==> run_1/layers.png <==
(6 px per um)
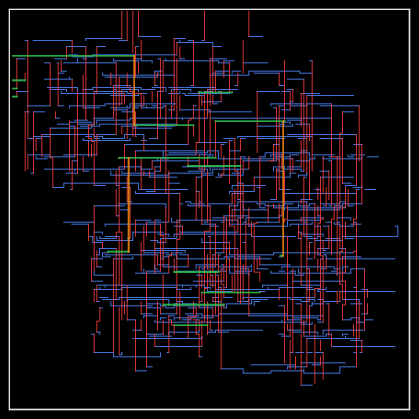
==> run_1/closeup.png <==
Region (40, 7) to (60, 27) um. Cells in gray, sequential cells in the stronger gray; small squares are vias.
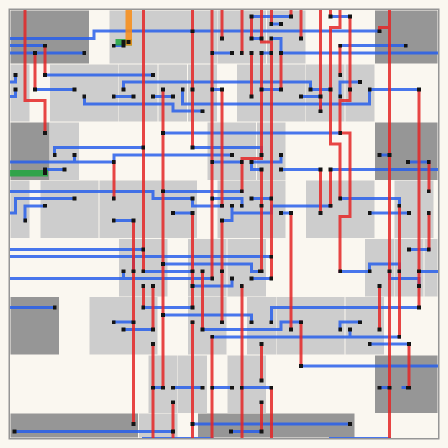
==> run_1/congestion_map.png <==
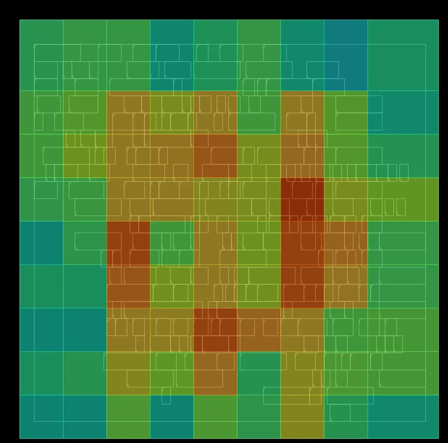
<file path="config.mk">
export PLATFORM = sky130hd
export DESIGN_NAME = led_blink_sink
export DESIGN_NICKNAME = d
export VERILOG_FILES = /design/src/rtl/led_blink_sink_pkg.sv /design/src/rtl/led_blink_sink_timer.sv /design/src/rtl/led_blink_sink.sv
export SDC_FILE = /design/constraint.sdc
export NUM_CORES = 1
export LEC_CHECK = 0
export CAP_MARGIN = 20
export CORE_MARGIN = 2
export CORE_UTILIZATION = 45
export DETAILED_ROUTE_END_ITERATION = 8
export GPL_TIMING_DRIVEN = 0
export PLACE_DENSITY = 0.74
export SYNTH_ARGS = -nofsm -noshare
export SYNTH_HDL_FRONTEND = slang
export SYNTH_HIERARCHICAL = 1
export SYNTH_SLANG_ARGS = --single-unit
export TNS_END_PERCENT = 20
</file>
<file path="constraint.sdc">
create_clock -name clk -period 5.95 [get_ports clk]
set_input_delay 1.4875 -clock clk [delete_from_list [all_inputs] [get_ports clk]]
set_output_delay 1.4875 -clock clk [all_outputs]
set_load 0.005 [all_outputs]
</file>
<file path="src/rtl/led_blink_sink_pkg.sv">
// Shared definitions for the LED blink sink: handshake levels, FSM states
// and the timer width helper.
package led_blink_sink_pkg;

    localparam logic YES = 1'b1;
    localparam logic NO  = 1'b0;

    typedef enum logic [1:0] {
        IDLE = 2'd0,
        ON   = 2'd1,
        OFF  = 2'd2
    } blink_state_t;

    // Bits needed to hold the larger of the two phase reloads (ON-1 / OFF-1).
    function automatic int timer_width(input int on_cycles, input int off_cycles);
        int w_max;
        int w_bits;
        w_max  = (on_cycles > off_cycles) ? on_cycles : off_cycles;
        w_bits = $clog2(w_max);
        return (w_bits < 1) ? 1 : w_bits;
    endfunction

endpackage

</file>
<file path="src/rtl/led_blink_sink_timer.sv">
// Loadable down-counter: counts toward zero, holds at zero, done while zero.
module cycle_timer #(
    parameter int WIDTH = 4
) (
    input  logic             clk,
    input  logic             reset,
    input  logic             i_load,
    input  logic [WIDTH-1:0] i_load_value,
    output logic             o_done
);

    logic [WIDTH-1:0] r_value;

    always_ff @(posedge clk) begin
        if (reset) begin
            r_value <= '0;
        end else if (i_load) begin
            r_value <= i_load_value;
        end else if (r_value != '0) begin
            r_value <= r_value - 1'b1;
        end
    end

    assign o_done = (r_value == '0);

endmodule

</file>
<file path="src/rtl/led_blink_sink.sv">
// Valid/ready sink that turns each accepted blink count into that many
// ON_CYCLES-lit / OFF_CYCLES-dark LED pulses, then returns to idle.
module led_blink_sink
    import led_blink_sink_pkg::*;
#(
    parameter int ON_CYCLES      = 12_000_000,
    parameter int OFF_CYCLES     = 12_000_000,
    parameter int COUNT_WIDTH    = 4,
    parameter bit LED_ACTIVE_LOW = 1'b0
) (
    input  logic                   clk,
    input  logic                   reset,
    input  logic                   valid,
    input  logic [COUNT_WIDTH-1:0] count,
    output logic                   ready,
    output logic                   busy,
    output logic                   led
);

    localparam int TW = timer_width(ON_CYCLES, OFF_CYCLES);
    localparam logic [TW-1:0] ON_LOAD  = TW'(ON_CYCLES - 1);
    localparam logic [TW-1:0] OFF_LOAD = TW'(OFF_CYCLES - 1);

    blink_state_t           r_state;
    logic [COUNT_WIDTH-1:0] r_remaining;
    logic                   r_led_lit;

    logic          w_transfer;
    logic          w_timer_load;
    logic [TW-1:0] w_timer_load_value;
    logic          w_timer_done;

    assign w_transfer = valid && ready;

    // Timer reloads happen on exactly the edges where the FSM changes phase.
    always_comb begin
        // NOTE: defaults first so every path assigns both signals and no latch is inferred.
        w_timer_load       = NO;
        w_timer_load_value = '0;
        case (r_state)
            IDLE: begin
                if (w_transfer && (count != '0)) begin
                    w_timer_load       = YES;
                    w_timer_load_value = ON_LOAD;
                end
            end
            ON: begin
                if (w_timer_done) begin
                    w_timer_load       = YES;
                    w_timer_load_value = OFF_LOAD;
                end
            end
            OFF: begin
                if (w_timer_done && (r_remaining != '0)) begin
                    w_timer_load       = YES;
                    w_timer_load_value = ON_LOAD;
                end
            end
            default: ;
        endcase
    end

    cycle_timer #(
        .WIDTH(TW)
    ) u_timer (
        .clk          (clk),
        .reset        (reset),
        .i_load       (w_timer_load),
        .i_load_value (w_timer_load_value),
        .o_done       (w_timer_done)
    );

    // NOTE: non-blocking assignments so every register samples pre-edge values.
    always_ff @(posedge clk) begin
        if (reset) begin
            r_state     <= IDLE;
            r_remaining <= '0;
            r_led_lit   <= NO;
        end else begin
            case (r_state)
                IDLE: begin
                    // A zero count is still consumed, it just produces no blink.
                    if (w_transfer && (count != '0)) begin
                        r_state     <= ON;
                        r_remaining <= count;
                        r_led_lit   <= YES;
                    end
                end
                ON: begin
                    if (w_timer_done) begin
                        r_state   <= OFF;
                        r_led_lit <= NO;
                        if (r_remaining != '0) begin
                            r_remaining <= r_remaining - 1'b1;
                        end
                    end
                end
                OFF: begin
                    if (w_timer_done) begin
                        if (r_remaining != '0) begin
                            r_state   <= ON;
                            r_led_lit <= YES;
                        end else begin
                            r_state <= IDLE;
                        end
                    end
                end
                default: begin
                    r_state   <= IDLE;
                    r_led_lit <= NO;
                end
            endcase
        end
    end

    assign ready = (r_state == IDLE) ? YES : NO;
    assign busy  = !ready;
    assign led   = LED_ACTIVE_LOW ? !r_led_lit : r_led_lit;

endmodule

</file>
==> out/results.txt, run 1 <==
most numerous logic cell after layout = nand2_1
number of enable-type register cells in the synthesized netlist = 0
Placer Congestion = 0.7435
first-pass GRT wire length = 6368 um
WL met3 = 111 um
number of diodes added for antenna fixing = 0
number of standard cells reported by yosys = 213
tightest hold margin = 0.4586 ns
synth unique cells = 51
slew at the pin closest to its max-slew limit = 1.015 ns
aggregate global routing overflow = 0
worst supply voltage drop on vdd = 0.0001758 V
Leak Pwr = 0.7781 nW
share of layout cells above drive strength 1 = 8.051%
register clock-pin slew on the reported worst setup and hold paths = 0.07 ns
Yosys chip area = 1755 um^2
most frequently used flop master after synthesis = dfxtp_1
initial antenna violation count = 0
status = finished, final reports clean
CTS Hold Buffers Added = 0
setup tns final = 0 ns
detailed-routed wire length on met2 = 1641 um
Synth Seq Share = 35.35%
number of cells on the worst hold path = 2
final layout net count = 245
Clock H-tree levels = 2
floorplan core density = 47.24%
placed wire-length estimate = 2576 um
fraction of the cycle the final worst path needs = 65.72%
Mapped Area = 1755 um^2
CP max stage delay = 0.53 ns
crit path time final = 3.911 ns
maximum fanout along the worst path = 20
OpenROAD warning count = 27
total clock buffers created by CTS = 5
pin count of the biggest net entering global routing = 21
cells on worst reg2reg path = 14
DR WL/cell = 12.82 um
Final Hold Violation Tally = 0
CP startpoint kind = input port
unrepaired setup endpoints after global routing = no
total detailed-routing wirelength = 3641 um
number of rows created at floorplan = 22
Buf/Inv on CP = 4
number of buffer cells added on primary ports = 9
die footprint = 4416 um^2
Gate Count Post-Synth = 213
Crit Path Class = input port to flip-flop
top cells, area = dfxtp_1 35%, nand2_1 7.1%, xor2_1 6.5%
crit path cell chain = clkdlybuf4s50_1, inv_1, o32ai_1, nand2_1, nand2_1, clkbuf_1, clkbuf_1, nor2_1, a221oi_1
Arrival @ worst endpoint = 4.10 ns
-- layers.png (at the start) --
legend:
  orange:
    layer: M4
    wire_length: 49.6 um
  blue:
    layer: M1
    wire_length: 1840 um
  green:
    layer: M3
    wire_length: 112 um
  red:
    layer: M2
    wire_length: 1640 um

-- closeup.png (at the start) --
legend:
  red:
    layer: M2
  blue:
    layer: M1
  orange:
    layer: M4
  green:
    layer: M3
netlist names of flops here include: u_timer/r_value (1)
sequential cells in the window: 1
cells with their middle in the window: 32
most frequent: nand2_1 (8), xor2_1 (5), o21ai_0 (5)

-- congestion_map.png (at the start) --
GRT busiest layer: met2
routing usage on met1: 25.00%
met3 track demand over resource: 4.054%
core utilization of the finished layout: 55.05%

[run 1: power by group]
group          switching (mW)  total (mW)  internal [mW]  leakage, nW
clock                  0.0819       0.217          0.135       0.0612
combinational           0.163       0.300          0.137        0.461
sequential             0.0425       0.292          0.249        0.255
total                   0.287       0.809          0.522        0.778
[run 1: worst min-delay path, cell delays in order, from the launching register on]
cell and delay [ns]:
dfxtp_1 0.31, nand2_1 0.05, a21oi_1 0.05
[run 1: sequential cells by signal, indices dropped and copies added, names as in the netlist]
signal / count
r_state: 2
led: 1
u_timer/r_value: 24
r_remaining: 4
[run 1: routing by layer]
metal	vias up	global-route usage (%)
met5	-	0
met4	0	7.653
met3	6	4.054
met2	24	29.75
met1	694	25.00
li1	795	-
[run 1: layout make-up]
cell class	count	area (um^2)
inverter	11	41.29
fill	359	1670
timing repair buffer	9	90.09
clock inverter	2	35.03
multi-input combinational	168	1069
tap	48	60.06
buffer	9	47.55
sequential	31	620.6
clock buffer	6	82.58
[run 1: path summary, 6_finish.rpt]
kind / start / end
setup / recovery: valid / u_timer/r_value[8]
hold / removal: led / led
setup reg to reg: u_timer/r_value[4] / u_timer/r_value[8]
hold reg to reg: led / led
[run 1: synthesized netlist by cell type, types with 2 or more instances]
master,number
inv_1,10
xor2_1,13
nor2_1,12
nor4_1,3
nand4b_1,3
nand2_1,33
ha_1,3
or3_1,7
o31ai_1,3
o21ai_0,15
nor3_1,7
nor3b_1,2
nor2b_1,2
xnor2_1,5
a22o_1,2
nand3_1,4
dfxtp_1,31
a21oi_1,12
nand2b_1,2
mux2i_1,4
or4_1,3
a211o_1,2
clkbuf_1,5
nand4_1,3
[run 1: stage by stage]
step           total power, mW  area (um^2)
2_1_floorplan           0.5262         1778
3_3_place_gp            0.5895         1928
3_5_place_dp            0.5941         1928
4_1_cts                 0.8121         2046
5_1_grt                 0.8665         2046
6_report                0.8091         2046
[run 1: cell families (layout without fill, tap and decap cells)]
logic type      after synthesis  count (layout)  synth area share [%]
simple gates                 90              90                 27.30
compound gates               45              45                 17.82
fa+ha+maj                     3               3                 2.139
other cells                   1               7                0.2136
xor+xnor                     18              18                 8.981
flops                        31              31                 35.35
mux                           5               5                 3.136
buf+inv                      20              37                 5.060
## Run 2: what changed since run 1
--- a/config.mk
+++ b/config.mk
@@ -10,7 +10,7 @@
 export CORE_UTILIZATION = 45
 export DETAILED_ROUTE_END_ITERATION = 8
 export GPL_TIMING_DRIVEN = 0
-export PLACE_DENSITY = 0.74
+export PLACE_DENSITY = 0.76
 export SYNTH_ARGS = -nofsm -noshare
 export SYNTH_HDL_FRONTEND = slang
 export SYNTH_HIERARCHICAL = 1
==> constraint.sdc (replaced) <==
create_clock -name clk -period 3.3 [get_ports clk]
set_input_delay 0.825 -clock clk [delete_from_list [all_inputs] [get_ports clk]]
set_output_delay 0.825 -clock clk [all_outputs]
set_load 0.005 [all_outputs]
==> run_2/congestion_map.png <==
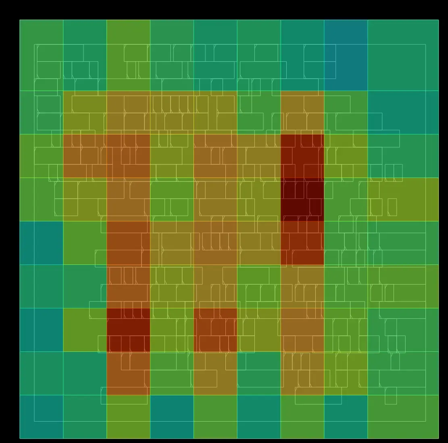
DR WL/cell: 13.25 um
core utilization of the finished layout: 56.73%

==> run_2/closeup.png <==
Region (40, 7) to (60, 27) um. Cells in gray, sequential cells in the stronger gray; small squares are vias.
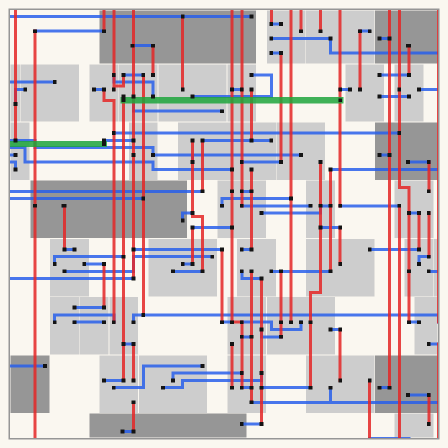
legend:
  blue:
    layer: M1
  green:
    layer: M3
  red:
    layer: M2
netlist names of flops here include: u_timer/r_value (2)
cells with their middle in the window: 32
sequential cells in the window: 2
most frequent: nand2_1 (8), xor2_1 (6), o21ai_0 (5)

==> run 2 against run 1 <==
Net effect: power is 82% higher; cell count is 1.4% higher; via count is 4.7% higher; sequential power is about 80% higher.
==> out/results.txt, run 2 <==
status = finished, final reports clean (unchanged)
drc violations = 0 (unchanged)
Top reg by flops = u_timer/r_value (unchanged)
placed wire-length estimate = 2626 um (was 2576 um)
maximum clock rate = 322.1 MHz
Yosys chip area = 1755 um^2 (unchanged)
number of enable-type register cells in the synthesized netlist = 0 (unchanged)
synth-to-layout area growth = 20.10% (was 16.54%)
total detailed-routing wirelength = 3815 um (was 3641 um)
Leak Pwr = 0.8134 nW (was 0.7781 nW)
number of buffer cells added on primary ports = 9 (unchanged)
cell occurring most often along the worst timing path = buf_4
most frequently used flop master after synthesis = dfxtp_1 (unchanged)
endpoint required time on the critical path = 3.50 ns (was 6.14 ns)
TritonCTS clock tree = yes (unchanged)
Avg Cell Area, Syn = 8.241 um^2 (unchanged)
crit path cell chain = or4_1, buf_2, and4bb_1, and3_1, buf_4, buf_6, nand2_1, o32ai_2, nand2_2, nand2_4, buf_4, clkbuf_4, nor2_1, a221oi_1 (was clkdlybuf4s50_1, inv_1, o32ai_1, nand2_1, nand2_1, clkbuf_1, clkbuf_1, nor2_1, a221oi_1)
total clock buffers created by CTS = 5 (unchanged)
top cells, area = dfxtp_1 35%, nand2_1 7.1%, xor2_1 6.5% (unchanged)
number of flip-flops under the largest register name = 24 (unchanged)
final count of negative-setup-slack endpoints = 0 (unchanged)
Placer Congestion = 0.7924 (was 0.7435)
register clock-pin slew on the reported worst setup and hold paths = 0.07 ns (about the same)
library cell with the highest instance count after synthesis = nand2_1 (unchanged)
crit path time final = 3.105 ns
area share, top type = 35.35% (unchanged)
cell family with most CP delay = simple AND/OR/NAND/NOR gates (was buffers and inverters)
Final Hold Violation Tally = 0 (unchanged)
Floorplan Core Area = 3716 um^2 (unchanged)
Registers, synthesis = 31 (unchanged)
later-pin clock latency in the skew report = 0.29 ns (about the same)
synth unique cells = 51 (unchanged)
Vias per Instance = 5.524 (was 5.349)
pin count of the biggest net entering global routing = 21 (unchanged)
kind of path behind the tightest hold check = flip-flop to flip-flop (unchanged)
buffer levels on the longest clock path = 2 (unchanged)
Buf/Inv on CP = 5 (was 4)
min setup slack post-route = 0.1952 ns (was 2.039 ns)
highest-count cells in the layout ignoring fill and taps = 31 x nand2_1, 31 x dfxtp_1, 15 x o21ai_0, 13 x xor2_1 (was 33 x nand2_1, 31 x dfxtp_1, 15 x o21ai_0, 13 x xor2_1)
worst supply voltage drop on vdd = 0.0003396 V (was 0.0001758 V)
remaining antenna violation count = 0 (unchanged)
final layout net count = 249 (was 245)
CP startpoint kind = flip-flop (was input port)
count of boundary I/O pins = 10 (unchanged)
sinks on the clock net = 31 (unchanged)
aggregate global routing overflow = 0 (unchanged)
Arrival @ worst endpoint = 3.30 ns (was 4.10 ns)
die footprint = 4416 um^2 (unchanged)
die extent in x = 66.46 um (unchanged)
placed cells = 276 (unchanged)
synthesis warning total = 6 (unchanged)
ratio of total power to cell area = 699.6 nW/um^2 (was 395.5 nW/um^2)
setup tns final = 0 ns (unchanged)
CP max stage delay = 0.52 ns (was 0.53 ns)
Gate Count Post-Synth = 213 (unchanged)
tightest hold margin = 0.4603 ns (was 0.4586 ns)
Clock H-tree levels = 2 (unchanged)
detailed-route via count = 1591 (was 1519)
number of standard cells reported by yosys = 213 (unchanged)
Largest regs = u_timer/r_value x24, r_remaining x4, r_state x2 (unchanged)
overall power of the completed layout = 1.475 mW (was 809.1 uW)
Finished Cell Area = 2108 um^2 (was 2046 um^2)
DP Area = 1928 um^2 (unchanged)
fraction of the cycle the final worst path needs = 94.09%
first-pass GRT wire length = 6499 um (was 6368 um)
share of layout cells above drive strength 1 = 12.50% (was 8.051%)
DR iter-0 viols = 64 (was 75)
number of rows created at floorplan = 22 (unchanged)
share of async-settable or async-resettable flops after synthesis = 0% (unchanged)
Mapped Area = 1755 um^2 (unchanged)
Synth Seq Share = 35.35% (unchanged)
maximum fanout along the worst path = 14 (was 20)
via count of the first global-routing pass = 1463 (was 1423)
floorplan core density = 47.24% (unchanged)
relative max-transition margin = 28.15% (was 32.19%)
slew at the pin closest to its max-slew limit = 1.075 ns (was 1.015 ns)
OpenROAD warning count = 28 (was 27)
number of diodes added for antenna fixing = 0 (unchanged)
initial antenna violation count = 0 (unchanged)
clock tree root buffer cell = clkbuf_8 (unchanged)
Pre-antenna DRT Iters = 4 (unchanged)
cell types with the highest counts after synthesis = 33 x nand2_1, 31 x dfxtp_1, 15 x o21ai_0, 13 x xor2_1 (unchanged)
nature of the critical path endpoint = flip-flop (unchanged)
Placement Setup Slack = -0.5286 ns (was 1.781 ns)
Crit Path Class = flip-flop to flip-flop (was input port to flip-flop)
## run 2: path summary, 6_finish.rpt
path                                            to          startpoint  slack [ns]  cells after the start
worst max-delay path            u_timer/r_value[8]  u_timer/r_value[4]        0.20                     14
worst min-delay path                           led                 led        0.46                      2
worst max register to register  u_timer/r_value[8]  u_timer/r_value[4]        0.20                     14
worst min register to register                 led                 led        0.46                      2
## run 2: timing repair
action / in CTS / in global routing
buffers inserted: 0 / 3
setup endpoints to repair: 23 / 19
cloned: 0 / 1
pin swaps: 0 / 2
hold buffers: 0 / 0
gates resized: 6 / 8
## run 2: cell families after synthesis
kind of cell,count (synthesis),share of synthesized area (%)
AND/OR/NAND/NOR,90,27.30
AND-OR/OR-AND,45,17.82
flip-flops,31,35.35
buffers and inverters,20,5.060
XOR/XNOR,18,8.981
multiplexers,5,3.136
adder cells (fa/ha/maj),3,2.139
other,1,0.2136
## run 2: tightest hold or removal path, stage by stage (launching register included)
cell	delay, ns
dfxtp_1	0.31
nand2_1	0.05
a21oi_1	0.05
## run 2: metal layers
layer  GRT usage (%)  vias to the layer above  share of wire (%)
met2           32.13                       21                 49
met1           23.85                      758                 46
met3           4.561                        7                3.2
li1                -                      805                  -
met5               0                        -                  0
met4           9.439                        0                2.0
## run 2: area by class of cell
cell class                 instances  area, um^2
clock inverter                     2       35.03
timing repair buffer              12       112.6
clock buffer                       6       82.58
fill                             354        1608
inverter                          11       41.29
buffer                             9       56.30
tap                               48       60.06
sequential                        31       620.6
multi-input combinational        169        1100
## run 2: power breakdown
part           total [mW]  leakage (nW)  internal [mW]  switching, mW
sequential          0.526         0.255          0.450         0.0762
clock               0.390        0.0612          0.244          0.145
combinational       0.560         0.497          0.256          0.304
total                1.47         0.813          0.950          0.525
## Run 3: what changed since run 2
--- a/config.mk
+++ b/config.mk
@@ -6,11 +6,13 @@
 export NUM_CORES = 1
 export LEC_CHECK = 0
 export CAP_MARGIN = 20
-export CORE_MARGIN = 2
+export CORE_MARGIN = 4
 export CORE_UTILIZATION = 45
+export CTS_CLUSTER_SIZE = 8
 export DETAILED_ROUTE_END_ITERATION = 8
 export GPL_TIMING_DRIVEN = 0
 export PLACE_DENSITY = 0.76
+export RECOVER_POWER = 50
 export SYNTH_ARGS = -nofsm -noshare
 export SYNTH_HDL_FRONTEND = slang
 export SYNTH_HIERARCHICAL = 1
==> run_3/clock_wires.png <==
(4 px per um)
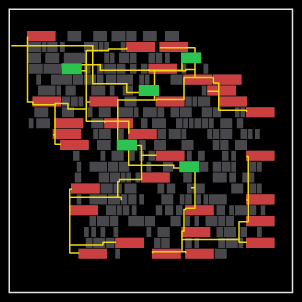
legend:
  red:
    item: flip-flops
    count: 31
  yellow:
    item: clock wires
    length: 437 um
  green:
    item: clock-net drivers
    count: 5
flops lie: spread over the die
routed clock nets: 6
setup clock skew after layout: 0.005656 ns
clock network power consumption: 289 uW
later-pin clock latency in the skew report: 0.28 ns
clock share of power: 21.2%

==> run_3/ff_map.png <==
(6 px per um) Other sequential cells in the stronger gray, the rest of the logic in the fainter gray.
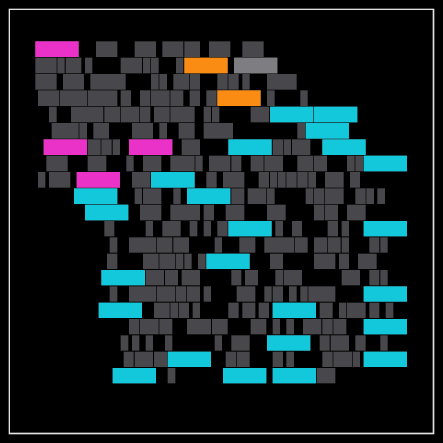
legend:
  cyan:
    signal: u_timer/r_value
    placed_flops: 24
  magenta:
    signal: r_remaining
    placed_flops: 4
  orange:
    signal: r_state
    placed_flops: 2
not colored: 1

==> run 3 against run 2 <==
Net effect: critical endpoint is now u_timer/r_value[23]; count of clock-buffer cells in the layout increased by 1; largest cell class unchanged; hold slack improved by 0.0044 ns; combinational power decreased by 2%.
==> out/results.txt, run 3 <==
Final Hold Violation Tally = 0 (unchanged)
share of layout cells above drive strength 1 = 10.04% (was 12.50%)
Clock H-tree levels = 2 (unchanged)
part of the total power dissipated in combinational logic = 40.2% (was 37.9%)
Top reg by flops = u_timer/r_value (unchanged)
maximum clock rate = 321.2 MHz (was 322.1 MHz)
aggregate global routing overflow = 0 (unchanged)
Mapped Area = 1755 um^2 (unchanged)
number of rows created at floorplan = 22 (unchanged)
Largest regs = u_timer/r_value x24, r_remaining x4, r_state x2 (unchanged)
core utilization of the finished layout = 54.61% (was 56.73%)
number of flip-flops under the largest register name = 24 (unchanged)
initial antenna violation count = 0 (unchanged)
via count of the first global-routing pass = 1371 (was 1463)
highest-count cells in the layout ignoring fill and taps = 31 x nand2_1, 31 x dfxtp_1, 16 x o21ai_0, 13 x nor2_1, 13 x xor2_1 (was 31 x nand2_1, 31 x dfxtp_1, 15 x o21ai_0, 13 x xor2_1)
number of standard cells reported by yosys = 213 (unchanged)
buffer levels on the longest clock path = 2 (unchanged)
synth unique cells = 51 (unchanged)
Yosys chip area = 1755 um^2 (unchanged)
fraction of the cycle the final worst path needs = 94.34% (was 94.09%)
detailed-route via count = 1602 (was 1591)
Pre-antenna DRT Iters = 4 (unchanged)
CTS Hold Buffers Added = 0 (unchanged)
most frequently used flop master after synthesis = dfxtp_1 (unchanged)
setup tns final = 0 ns (unchanged)
DP Area = 1928 um^2 (unchanged)
cell types with the highest counts after synthesis = 33 x nand2_1, 31 x dfxtp_1, 15 x o21ai_0, 13 x xor2_1 (unchanged)
global-route total usage across every layer = 15.06% (was 19.53%)
Floorplan Core Area = 3716 um^2 (unchanged)
switching share of power = 37.79% (was 35.60%)
placed wire-length estimate = 2646 um (was 2626 um)
Avg Cell Area, Syn = 8.241 um^2 (unchanged)
TritonCTS clock tree = yes (unchanged)
Leak Pwr = 0.7852 nW (was 0.8134 nW)
total clock buffers created by CTS = 5 (unchanged)
tally of max-capacitance violations = 0 (unchanged)
overall power of the completed layout = 1.363 mW (was 1.475 mW)
number of buffer cells added on primary ports = 9 (unchanged)
remaining antenna violation count = 0 (unchanged)
maximum fanout along the worst path = 14 (unchanged)
die footprint = 4964 um^2 (was 4416 um^2)
Vias per Instance = 5.582 (was 5.524)
internal power component = 848.0 uW (was 949.7 uW)
Finished Cell Area = 2029 um^2 (was 2108 um^2)
NetSw = 515.1 uW (was 525.1 uW)
Gate Count Post-Synth = 213 (unchanged)
number of enable-type register cells in the synthesized netlist = 0 (unchanged)
CP startpoint kind = flip-flop (unchanged)
number of diodes added for antenna fixing = 0 (unchanged)
Synth Seq Share = 35.35% (unchanged)
top cells, area = dfxtp_1 35%, nand2_1 7.1%, xor2_1 6.5% (unchanged)
Crit Path Class = flip-flop to flip-flop (unchanged)
min setup slack post-route = 0.1867 ns (was 0.1952 ns)
library cell with the highest instance count after synthesis = nand2_1 (unchanged)
unrepaired setup endpoints after global routing = no
DR WL/cell = 13.43 um (was 13.25 um)
synthesis warning total = 6 (unchanged)
final count of negative-setup-slack endpoints = 0 (unchanged)
slew at the pin closest to its max-slew limit = 1.087 ns (was 1.075 ns)
Placement Setup Slack = -0.5872 ns (was -0.5286 ns)
relative max-transition margin = 27.41% (was 28.15%)
DR iter-0 viols = 80 (was 64)
kind of path behind the tightest hold check = flip-flop to flip-flop (unchanged)
clock tree root buffer cell = clkbuf_8 (unchanged)
worst supply voltage drop on vdd = 0.0002640 V (was 0.0003396 V)
register clock-pin slew on the reported worst setup and hold paths = 0.06 ns (was 0.07 ns)
count of boundary I/O pins = 10 (unchanged)
endpoint required time on the critical path = 3.50 ns (about the same)
max-slew violation total from the final report = 0 (unchanged)
pin count of the biggest net entering global routing = 21 (unchanged)
ratio of total power to cell area = 671.6 nW/um^2 (was 699.6 nW/um^2)
first-pass GRT wire length = 6085 um (was 6499 um)
Registers, synthesis = 31 (unchanged)
crit path time final = 3.113 ns (was 3.105 ns)
status = finished, final reports clean (unchanged)
sequential fraction of design power = 38.6% (was 35.6%)
Die H = 70.46 um (was 66.46 um)
die extent in x = 70.46 um (was 66.46 um)
Placer Congestion = 0.8131 (was 0.7924)
Arrival @ worst endpoint = 3.32 ns (was 3.30 ns)
synth-to-layout area growth = 15.61% (was 20.10%)
final layout net count = 248 (was 249)
OpenROAD warning count = 28 (unchanged)
share of async-settable or async-resettable flops after synthesis = 0% (unchanged)
area share, top type = 35.35% (unchanged)
total detailed-routing wirelength = 3855 um (was 3815 um)
floorplan core density = 47.24% (unchanged)
nature of the critical path endpoint = flip-flop (unchanged)
sinks on the clock net = 31 (unchanged)
drc violations = 0 (unchanged)
run 3: metal layers:
| layer | wire (um) | GRT usage (%) | up-vias |
|---|---|---|---|
| li1 | - | - | 805 |
| met1 | 1921 | 19.48 | 768 |
| met2 | 1787 | 23.80 | 27 |
| met3 | 137 | 4.173 | 2 |
| met4 | 9 | 5.319 | 0 |
| met5 | 0 | 0 | - |
run 3: cell families after synthesis:
| group | count (synthesis) | share of synthesized area, % |
|---|---|---|
| flops | 31 | 35.35 |
| other cells | 1 | 0.2136 |
| fa+ha+maj | 3 | 2.139 |
| buf+inv | 20 | 5.060 |
| compound gates | 45 | 17.82 |
| xor+xnor | 18 | 8.981 |
| mux | 5 | 3.136 |
| simple gates | 90 | 27.30 |
run 3: power by group through the flow:
stage | combinational (mW) | clock, mW | sequential [mW]
finish | 0.547 | 0.289 | 0.527
global route | 0.606 | 0.308 | 0.536
CTS | 0.545 | 0.294 | 0.526
detailed placement | 0.540 | 0 | 0.535
global placement | 0.531 | 0 | 0.531
floorplan | 0.434 | 0 | 0.515
run 3: metrics by stage:
step                      hold slack [ns]  instances
after floorplan                    0.4467        219
after global placement             0.4499        276
after detailed placement           0.4587        276
after CTS                          0.4680        284
after global routing               0.4747        287
final                              0.4648        287
run 3: worst max-delay path, cell delays in order (launching register included):
cell      delay (ns)
dfxtp_1         0.36
or4_1           0.51
buf_2           0.17
and4bb_1        0.32
and3_1          0.16
buf_4           0.15
buf_6           0.17
nand2_1         0.07
o32ai_1         0.14
nand2_2         0.13
nand2_4         0.11
nor2b_2         0.29
clkbuf_2        0.29
nand2_1         0.07
o21ai_0         0.09
run 3: what timing repair did:
action / in CTS / in global routing
pin swaps: 0 / 2
setup endpoints to repair: 23 / 19
buffers inserted: 0 / 2
resized: 6 / 6
gates cloned: 0 / 1
run 3: worst paths after layout:
check | from | slack, ns | cells past startpoint | endpoint
hold / removal | led | 0.46 | 2 | led
setup reg to reg | u_timer/r_value[4] | 0.19 | 14 | u_timer/r_value[23]
hold reg to reg | led | 0.46 | 2 | led
setup / recovery | u_timer/r_value[4] | 0.19 | 14 | u_timer/r_value[23]
run 3: layout make-up:
class	instances	area [um^2]
Clock buffer	7	76.32
Inverter	11	41.29
Sequential cell	31	620.6
Fill cell	366	1687
Timing Repair Buffer	11	105.1
Clock inverter	1	5.005
Multi-Input combinational cell	169	1065
Tap cell	48	60.06
Buffer	9	56.30
Power and IR drop assume default switching activity.
